$ cat config.mk
export PLATFORM = sky130hd
export DESIGN_NAME = calendar_rtc
export DESIGN_NICKNAME = d
export VERILOG_FILES = /design/src/rtl/calendar_rtc.sv
export SDC_FILE = /design/constraint.sdc
export NUM_CORES = 1
export LEC_CHECK = 0
export ABC_AREA = 1
export ABC_CLOCK_PERIOD_IN_PS = 5000
export CORE_MARGIN = 10
export CORE_UTILIZATION = 51
export CTS_CLUSTER_DIAMETER = 50
export DETAILED_ROUTE_END_ITERATION = 10
export GPL_TIMING_DRIVEN = 0
export PLACE_DENSITY = 0.8
export SLEW_MARGIN = 20
export SYNTH_ARGS = -nofsm -noshare
export SYNTH_HDL_FRONTEND = slang
export SYNTH_SLANG_ARGS = --single-unit
export TNS_END_PERCENT = 10
$ cat constraint.sdc
create_clock -name clk -period 5 [get_ports clk]
set_input_delay 0.75 -clock clk [delete_from_list [all_inputs] [get_ports clk]]
set_output_delay 0.75 -clock clk [all_outputs]
set_load 0.1 [all_outputs]
$ cat src/rtl/calendar_rtc.sv
// ---------------------------------------------------------------------------
// calendar_rtc
//
// Second-resolution real-time calendar. It advances the full date and time by
// one second on each tick and applies the Gregorian leap-year rules. It also
// accepts a validated load request for setting the clock. Single-cycle carry
// strobes feed the alarm and chime logic downstream.
//
// Ports:
//   clk, rst_n        system clock, asynchronous active-low reset
//   tick              one-cycle strobe, advance by one second
//   mode12            1 = hour12 shows 1..12, 0 = hour12 mirrors hour
//   set_valid         one-cycle load request sampling all set_* fields
//   set_year..set_week  load values
//   set_ack / set_err one-cycle pulse: load accepted / rejected
//   year..week        current calendar registers
//   hour12, pm        display hour and afternoon flag (combinational)
//   leap              current year is a leap year (combinational)
//   min_carry         pulse when second wraps 59 -> 0
//   hour_carry        pulse when minute wraps 59 -> 0
//   day_carry         pulse on the midnight rollover
// ---------------------------------------------------------------------------
module calendar_rtc #(
  parameter int YEAR_W    = 16,
  parameter int RST_YEAR  = 2023,
  parameter int RST_MONTH = 1,
  parameter int RST_DAY   = 1,
  parameter int RST_HOUR  = 0,
  parameter int RST_MIN   = 0,
  parameter int RST_SEC   = 0,
  parameter int RST_WEEK  = 7
) (
  input  logic              clk,
  input  logic              rst_n,
  input  logic              tick,
  input  logic              mode12,
  input  logic              set_valid,
  input  logic [YEAR_W-1:0] set_year,
  input  logic [3:0]        set_month,
  input  logic [4:0]        set_day,
  input  logic [4:0]        set_hour,
  input  logic [5:0]        set_min,
  input  logic [5:0]        set_sec,
  input  logic [2:0]        set_week,
  output logic              set_ack,
  output logic              set_err,
  output logic [YEAR_W-1:0] year,
  output logic [3:0]        month,
  output logic [4:0]        day,
  output logic [4:0]        hour,
  output logic [4:0]        hour12,
  output logic              pm,
  output logic [5:0]        minute,
  output logic [5:0]        second,
  output logic [2:0]        week,
  output logic              leap,
  output logic              min_carry,
  output logic              hour_carry,
  output logic              day_carry
);

  // Multiplicative inverse of an odd constant modulo 2^YEAR_W. Newton steps
  // double the number of correct low bits each time, starting from 3 bits.
  function automatic logic [YEAR_W-1:0] odd_inverse(input logic [YEAR_W-1:0] d);
    logic [YEAR_W-1:0] x;
    x = d;
    for (int i = 0; i < 7; i++) begin
      x = x * (YEAR_W'(2) - d * x);
    end
    return x;
  endfunction

  // y is a multiple of 25 exactly when y * inv(25) (mod 2^W) is at most
  // floor((2^W-1)/25). This replaces a divider with one constant multiply and
  // one compare. Combined with the low bits it gives the %100 and %400 terms:
  // %100 == 0  <=>  %4 == 0 and %25 == 0
  // %400 == 0  <=>  %16 == 0 and %25 == 0
  localparam logic [YEAR_W-1:0] INV25      = odd_inverse(YEAR_W'(25));
  localparam logic [YEAR_W-1:0] MAX_MULT25 =
    YEAR_W'(((64'd1 << YEAR_W) - 64'd1) / 64'd25);

  function automatic logic is_leap(input logic [YEAR_W-1:0] y);
    logic [YEAR_W-1:0] prod;
    logic              div4;
    logic              div16;
    logic              div25;
    prod  = y * INV25;
    div25 = (prod <= MAX_MULT25);
    div4  = (y[1:0] == 2'd0);
    div16 = (y[3:0] == 4'd0);
    return (div4 && !div25) || (div16 && div25);
  endfunction

  function automatic logic [4:0] days_in_month(input logic [3:0] m, input logic lp);
    logic [4:0] d;
    case (m)
      4'd4, 4'd6, 4'd9, 4'd11: d = 5'd30;
      4'd2:                    d = lp ? 5'd29 : 5'd28;
      default:                 d = 5'd31;
    endcase
    return d;
  endfunction

  logic [YEAR_W-1:0] nxt_year;
  logic [3:0]        nxt_month;
  logic [4:0]        nxt_day;
  logic [4:0]        nxt_hour;
  logic [5:0]        nxt_minute;
  logic [5:0]        nxt_second;
  logic [2:0]        nxt_week;
  logic              nxt_ack;
  logic              nxt_err;
  logic              nxt_min_carry;
  logic              nxt_hour_carry;
  logic              nxt_day_carry;

  logic [4:0]        cur_dim;
  logic              set_leap;
  logic [4:0]        set_dim;
  logic              set_ok;

  assign leap     = is_leap(year);
  assign cur_dim  = days_in_month(month, leap);

  // Load validation uses the leap status of the year being loaded, not the
  // year currently held.
  assign set_leap = is_leap(set_year);
  assign set_dim  = days_in_month(set_month, set_leap);
  assign set_ok   = (set_month >= 4'd1) && (set_month <= 4'd12) &&
                    (set_day >= 5'd1) && (set_day <= set_dim) &&
                    (set_hour <= 5'd23) && (set_min <= 6'd59) &&
                    (set_sec <= 6'd59) && (set_week != 3'd0);

  // Display hour: 0 shows as 12, afternoon hours fold down by 12 in 12-hour mode.
  always_comb begin
    hour12 = hour;
    if (mode12) begin
      if (hour == 5'd0) begin
        hour12 = 5'd12;
      end else if (hour > 5'd12) begin
        hour12 = hour - 5'd12;
      end
    end
  end

  assign pm = (hour >= 5'd12);

  // Next-state logic. A load has priority over a tick, and the tick in that
  // cycle is dropped. The whole cascade is resolved here in one cycle, so no
  // out-of-range intermediate value ever reaches a register.
  always_comb begin
    nxt_year       = year;
    nxt_month      = month;
    nxt_day        = day;
    nxt_hour       = hour;
    nxt_minute     = minute;
    nxt_second     = second;
    nxt_week       = week;
    nxt_ack        = 1'b0;
    nxt_err        = 1'b0;
    nxt_min_carry  = 1'b0;
    nxt_hour_carry = 1'b0;
    nxt_day_carry  = 1'b0;

    if (set_valid) begin
      if (set_ok) begin
        nxt_year   = set_year;
        nxt_month  = set_month;
        nxt_day    = set_day;
        nxt_hour   = set_hour;
        nxt_minute = set_min;
        nxt_second = set_sec;
        nxt_week   = set_week;
        nxt_ack    = 1'b1;
      end else begin
        nxt_err    = 1'b1;
      end
    end else if (tick) begin
      if (second >= 6'd59) begin
        nxt_second    = 6'd0;
        nxt_min_carry = 1'b1;
        if (minute >= 6'd59) begin
          nxt_minute     = 6'd0;
          nxt_hour_carry = 1'b1;
          if (hour >= 5'd23) begin
            nxt_hour      = 5'd0;
            nxt_day_carry = 1'b1;
            nxt_week      = (week >= 3'd7) ? 3'd1 : week + 3'd1;
            if (day >= cur_dim) begin
              nxt_day = 5'd1;
              if (month >= 4'd12) begin
                nxt_month = 4'd1;
                // Wraps to 0 at the top of the counter, silently.
                nxt_year  = year + YEAR_W'(1);
              end else begin
                nxt_month = month + 4'd1;
              end
            end else begin
              nxt_day = day + 5'd1;
            end
          end else begin
            nxt_hour = hour + 5'd1;
          end
        end else begin
          nxt_minute = minute + 6'd1;
        end
      end else begin
        nxt_second = second + 6'd1;
      end
    end
  end

  // State registers. Reset discards any load that is in flight.
  always_ff @(posedge clk or negedge rst_n) begin
    if (!rst_n) begin
      year       <= YEAR_W'(RST_YEAR);
      month      <= 4'(RST_MONTH);
      day        <= 5'(RST_DAY);
      hour       <= 5'(RST_HOUR);
      minute     <= 6'(RST_MIN);
      second     <= 6'(RST_SEC);
      week       <= 3'(RST_WEEK);
      set_ack    <= 1'b0;
      set_err    <= 1'b0;
      min_carry  <= 1'b0;
      hour_carry <= 1'b0;
      day_carry  <= 1'b0;
    end else begin
      year       <= nxt_year;
      month      <= nxt_month;
      day        <= nxt_day;
      hour       <= nxt_hour;
      minute     <= nxt_minute;
      second     <= nxt_second;
      week       <= nxt_week;
      set_ack    <= nxt_ack;
      set_err    <= nxt_err;
      min_carry  <= nxt_min_carry;
      hour_carry <= nxt_hour_carry;
      day_carry  <= nxt_day_carry;
    end
  end

endmodule
==> out/metrics.cfg <==
[synthesis]
top_cell_area_share_pct = 25.0
synth.avg_cell_area_um2 = 7.41
fa_ha_area_share_pct = 35.0
synth-main-ff-cell = dfrtp_1
yosysUniqueCellTypes = 45
yosysSeqAreaShare_pct = 17.6
xor_share_pct = 3.64

[global_routing]
grt_pass1_vias = 6868

[drt]
dr_wl_met3_mm = 1.05
wirelength_met1_mm = 8.08
drtIter0Drc = 334
drc = 0

[timing]
max_clock_freq_mhz = 177
drv_slew = 0
finalSetupViolCount = 48
slew_headroom_pct = 30.2
fin_ws_ns = -0.663

[clock_tree]
cts-root-buf = clkbuf_16
cts_made_buffers = 5

[layout]
area_growth_pct = 31.6
drive_gt1_share_pct = 17.7
fin_cells = 1292

[floorplanning]
ioPinCount = 107

[job]
warnings = 44

[outcome]
outcome = finished with violations
failed_checks = negative setup slack

[setup_path]
critPathCaptureType = flip-flop
crit_top_cell = nand2_2

[placement]
dp_hpwl_mm = 15.1
dp.cells = 1259

[cell type report]
| type | count | area, um2 |
|---|---|---|
| multi-input combinational | 702 | 5600 |
| timing repair buffer | 131 | 1310 |
| clock inverter | 3 | 28.8 |
| fill | 1088 | 4390 |
| inverter | 210 | 810 |
| tap | 180 | 225 |
| buffer | 11 | 80.1 |
| clock buffer | 5 | 125 |
| sequential | 50 | 1300 |
[synth_stat cells, types with 3 or more instances]
library cell,n
o21ai_1,4
xnor2_1,14
clkbuf_1,4
nor3_1,5
ha_1,144
a21oi_1,27
o211ai_1,5
inv_1,201
fa_1,36
nor2_1,42
nand2_2,3
inv_2,9
nand3b_1,3
nand4_1,18
a31oi_1,6
o21ai_2,7
dfrtp_1,36
dfstp_2,14
nand3_1,47
xor2_1,16
mux2i_1,3
buf_2,3
nand2_1,250
o22ai_1,4
o21ai_0,41
[sequential cells by signal (all words and copies together), names as in the netlist, 3 cells and up]
signal  flops
day         5
hour        5
minute      6
month       4
second      6
week        3
year       16
[worst register-to-register path, delay by kind of cell (launching register included)]
| kind | cells | cell delay (ns) |
|---|---|---|
| DFF | 1 | 0.67 |
| buffers and inverters | 7 | 0.44 |
| adders and majority gates | 8 | 2.78 |
| and+or+nand+nor | 10 | 1.00 |
| AOI/OAI and AO/OA | 4 | 0.60 |
[what timing repair did]
item	4_1_cts	5_1_grt
endpoints found under the setup margin	48	48
gates resized	124	56
setup buffers	14	9
cloned	2	0
pin swaps	56	40
[cell families (layout without fill, tap and decap cells)]
family,after synthesis,after routing
AND/OR/NAND/NOR,381,381
buffers and inverters,221,360
adder cells (fa/ha/maj),180,180
AND-OR/OR-AND,107,107
flip-flops,50,50
XOR/XNOR,30,30
multiplexers,4,4
[worst paths after layout]
path / from / endpoint / slack, ns / cells past startpoint
hold / removal: rst_n / set_ack / 0.48 / 1
max in group asynchronous: rst_n / year[3] / 4.01 / 1
hold reg to reg: week[1] / week[1] / 0.50 / 2
setup / recovery: set_year[10] / year[4] / -0.66 / 31
setup reg to reg: year[2] / year[4] / -0.56 / 29
min in group clk: week[1] / week[1] / 0.50 / 2
[layout by cell type, fill, tap and decap left out, drive strengths merged, types with 2 or more instances in the layout]
| master | instances |
|---|---|
| o22ai | 4 |
| o32ai | 2 |
| clkdlybuf4s15 | 2 |
| nand4 | 20 |
| buf | 43 |
| nand2 | 255 |
| xor2 | 16 |
| ha | 144 |
| xnor2 | 14 |
| clkbuf | 10 |
| inv | 210 |
| nand3b | 3 |
| o211ai | 5 |
| dfstp | 14 |
| dlymetal6s2s | 2 |
| a21oi | 27 |
| nor3 | 7 |
| clkdlybuf4s50 | 89 |
| mux2i | 3 |
| a31oi | 6 |
| nand3 | 47 |
| nor3b | 2 |
| a32oi | 2 |
| fa | 36 |
| nor2 | 46 |
| dfrtp | 36 |
| o21ai | 52 |
| clkinv | 2 |
| o31a | 2 |
### The clock network

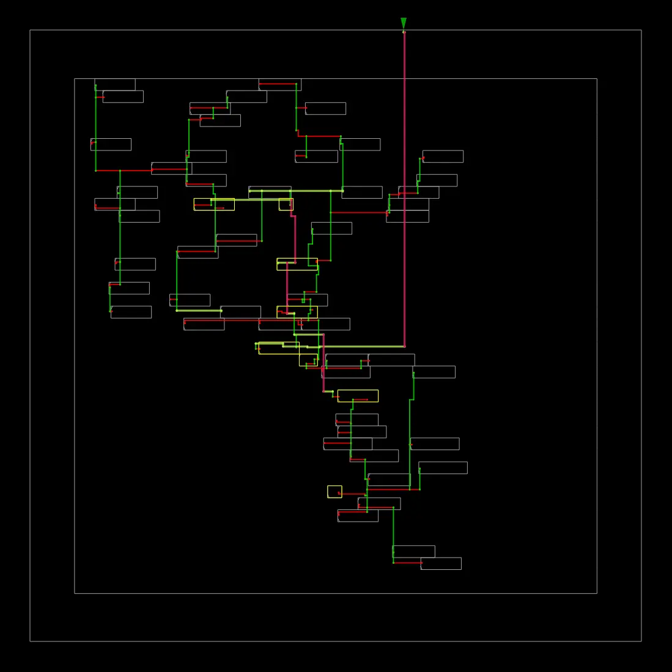
clk latency late pin: 0.30 ns
Worst Skew: 0.00938 ns
clk sink count: 50

### Cells colored by class

Fill, decap, tap and diode cells in gray.
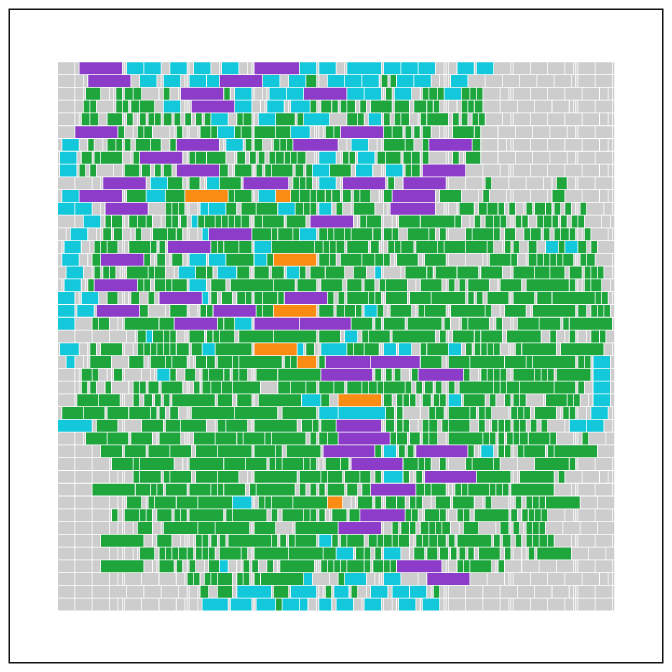
Key: remaining buffers and delay cells = cyan [cells 142, share of their area 15%]; clock drivers and dummy loads = orange [cells 8, share of their area 1.7%]; sequential cells = purple [cells 50, share of their area 14%]; remaining logic cells = green [cells 912, share of their area 69%]
Final Cell Area: 0.00949 mm2
Final Util: 68.4%
Rows: 43

### M1 wires

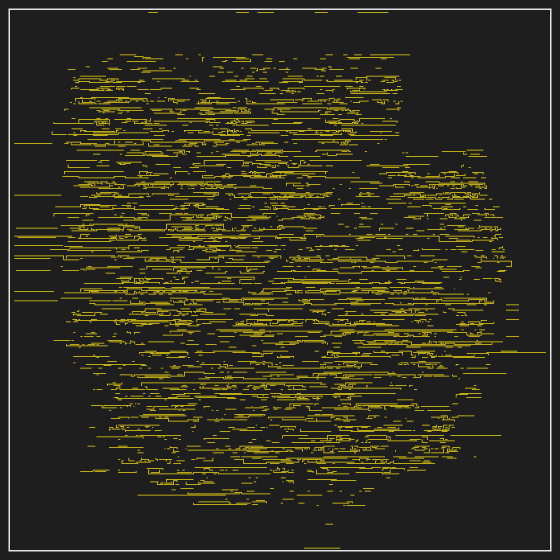
The longest straight run is 46.5 um. The wires run mostly horizontal. 1244 nets have wire on it.
DR vias: 6892
met1 Use GR: 23.4%
routed wire length: 20.2 mm

### Wire density map

Scale bar: 50 um. 28 x 28 tiles, from dark blue (low) to red (high), scaled to the fullest tile. Values are wire area over tile area, all layers added.
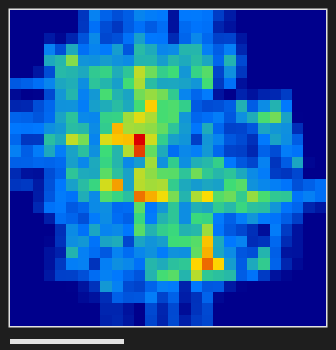
The emptiest ninth of the die: top right. The mean over all tiles is 0.17. 10% of the tiles are over half the peak.

